==> config.mk <==
export PLATFORM = sky130hd
export DESIGN_NAME = lagd_axi_rd_fetcher
export DESIGN_NICKNAME = d
export VERILOG_FILES = /design/src/rtl/lagd_axi_rd_fetcher.sv
export SDC_FILE = /design/constraint.sdc
export NUM_CORES = 1
export LEC_CHECK = 0
export CORE_MARGIN = 3
export CORE_UTILIZATION = 39
export DETAILED_ROUTE_END_ITERATION = 12
export PLACE_DENSITY = 0.91
export SLEW_MARGIN = 20
export SYNTH_ARGS = -nofsm -noshare
export SYNTH_HDL_FRONTEND = slang
export SYNTH_SLANG_ARGS = --single-unit
==> constraint.sdc <==
create_clock -name clk_i -period 6.1 [get_ports clk_i]
set_clock_uncertainty 0.05 [all_clocks]
set_input_delay 1.22 -clock clk_i [delete_from_list [all_inputs] [get_ports clk_i]]
set_output_delay 1.22 -clock clk_i [all_outputs]
set_load 0.005 [all_outputs]
Gate families picked out:
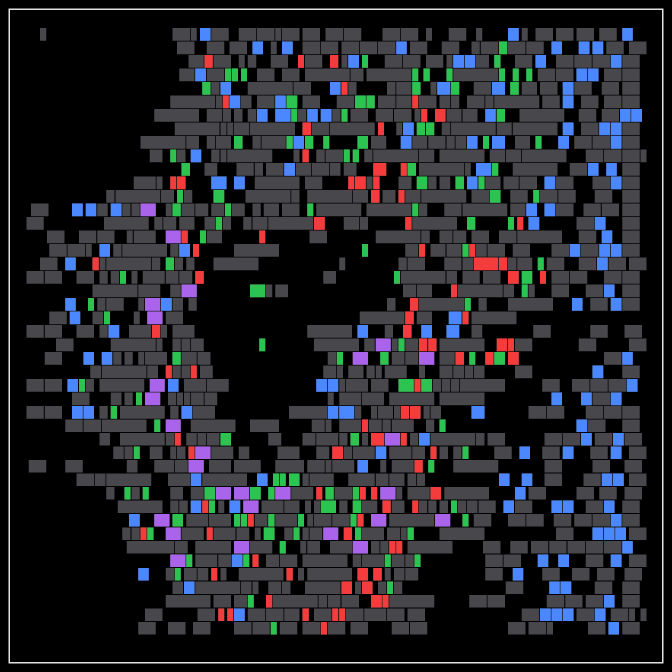
- nand cells: green (cells 118; most used nand2_1)
- and/or cells: blue (cells 140; most used and2_1; where spread over the die)
- xor and xnor cells: purple (cells 27; most used xnor2_1)
- nor cells: red (cells 90; most used nor2_1)
most common logic cell in the routed design: clkdlybuf4s50_1
logic share of the area: 45.6%
final std cells w/o fill: 1285

Sequential cells colored by netlist name:
Bar = 50 um.
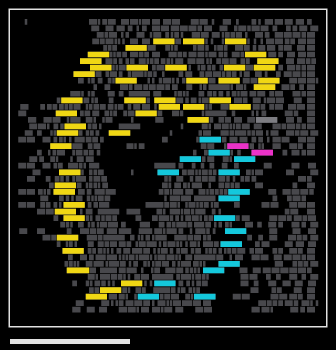
- `rem_q`: cyan (flops 16)
- `addr_q`: yellow (flops 45)
- `state_q`: magenta (flops 2)
fin util: 60.9%
flop share of the area: 17.2%
register area: 1600 um2
Power Sequential: 937 uW

Routing congestion map:
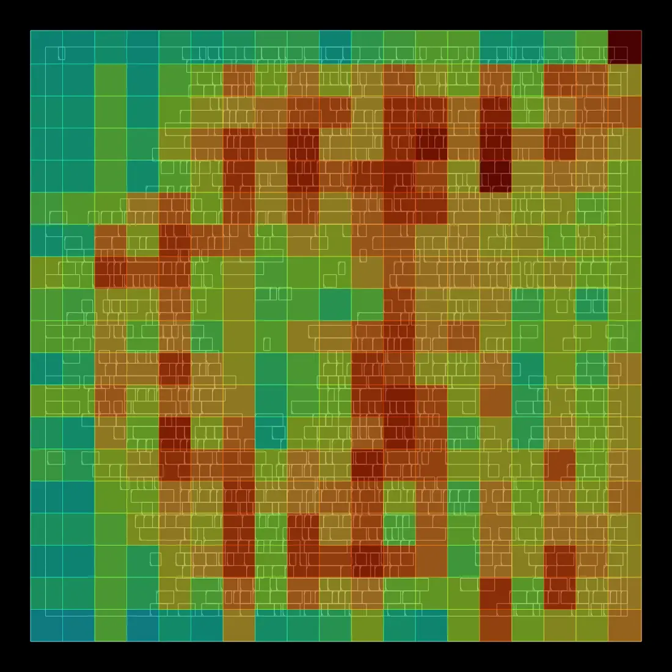
met1 usage: 30.6%
grt peak-use layer: met2
M2 GR Usage: 46.7%
Routed WL per cell: 17.6 um
GRT met3 Usage: 3.91%

==> impl_metrics.py <==
# Synthesis and PnR figures
metrics = {
    "floorplan": {
        "floorplan.core_util_pct": 40.0,
        "core_um2": 15300,
        "ios": 273,
        "die_area_um2": 17300,
        "chipWidth_um": 131,
        "die_y_um": 131,
        "tap_cells": 211,
    },
    "power": {
        "powerComb_uw": 2520,
        "p_sw_share_pct": 46.0,
        "leakage_uw": 0.00384,
        "p_switching_uw": 1820,
        "ir_worst_vdd_mv": 0.167,
        "internal_power_uw": 2140,
        "p_clk_share_pct": 12.6,
        "p_seq_share_pct": 23.7,
        "clk-power_uw": 500,
    },
    "finish": {
        "clkCellAreaFrac_pct": 3.04,
        "syn_to_final_growth_pct": 52.2,
        "largest_reg_flops": 45,
        "fillers": 1305,
        "layout.nets": 1246,
        "nClkBuffers": 10,
        "drive_above_1_share_pct": 5.87,
    },
    "yosys": {
        "ys_warn_count": 0,
        "yosys.area_share.simple_pct": 29.6,
        "top_cell_area_share_pct": 26.1,
        "synthCells": 810,
        "synth-edff-count": 0,
        "area_leaders": "dfrtp_1 (26%), and2_1 (11%), ha_1 (7.8%), nand2_1 (4.8%), o21ai_0 (4.7%)",
        "syn_avg_cell_area_um2": 7.57,
        "xor_share_pct": 3.86,
        "syn_area_um2": 6130,
        "ys_seq_elements": 64,
        "top_cells_by_count": "and2_1 (109), nand2_1 (79), dfrtp_1 (64)",
        "synthMostInstantiatedCell": "and2_1",
        "ys_types": 60,
        "top_area_cell": "dfrtp_1",
        "top_logic_kind": "simple AND/OR/NAND/NOR gates",
        "ys_seq_share_pct": 26.1,
    },
    "placement": {
        "port_buffers": 256,
        "dpl_cell_area_um2": 8940,
        "dp.cells": 1263,
        "place.gp.congestion": 0.933,
    },
    "critical_path": {
        "cp_num_buf_inv": 3,
        "cp-start-kind": "flip-flop",
        "r2r_setup_slack_ns": 0.28,
        "path_max_fanout": 6,
        "critPathTopFamily": "simple AND/OR/NAND/NOR gates",
        "reg2reg_depth": 25,
        "path_cells": "or3_1, or3_1, mux2_4, a21oi_4, nand2_2, ha_1, a21oi_2, nand2_1, nand2_1, a41oi_2, o31ai_4, buf_4, nand2_1, o21ai_2, inv_1, ha_4, nand2_1, mux2i_1, xor2_1, nor2_1, clkdlybuf4s50_1",
        "worstPathArrival_ns": 4.67,
        "cp-end-kind": "output port",
        "max_stage_delay_ns": 0.51,
        "critical_path_class": "flip-flop to output port",
    },
    "timing": {
        "relSlewSlack_pct": 35.6,
        "clock.fmax_mhz": 168,
        "finalSetupViolCount": 0,
        "period_minus_slack_ns": 5.94,
        "setup_ws_ns": 0.155,
        "fin_tns_setup_ns": 0,
        "final_max_slew_viol_count": 0,
    },
    "cts": {
        "cts.sinks": 64,
        "ctsRootBufferMaster": "clkbuf_16",
        "postCtsHoldBufs": 0,
        "clk_path_buf_depth": 2,
        "clk_pin_slew_ns": 0.06,
        "post_cts_buffers": 1,
        "cts_tree": "done",
    },
    "run": {
        "maxCapViolations": 0,
    },
    "global_routing": {
        "grt_pass1_vias": 6875,
        "grt_max_degree": 68,
        "grt_usage_pct": 25.3,
        "antenna_found_initial": 0,
    },
    "detailed_routing": {
        "vias_per_cell": 5.49,
        "ant_nets": 0,
        "num_vias": 7049,
        "drt-initial-drc-count": 454,
        "first_pass_iters": 5,
        "top_layer": "met4",
        "routed_wirelength_um": 22600,
        "wl_met3_um": 1530,
    },
    "run_status": {
        "status": "finished, final reports clean",
    },
    "hold_path": {
        "hold_depth": 2,
    },
}
Power is estimated from default activity; no workload was simulated.
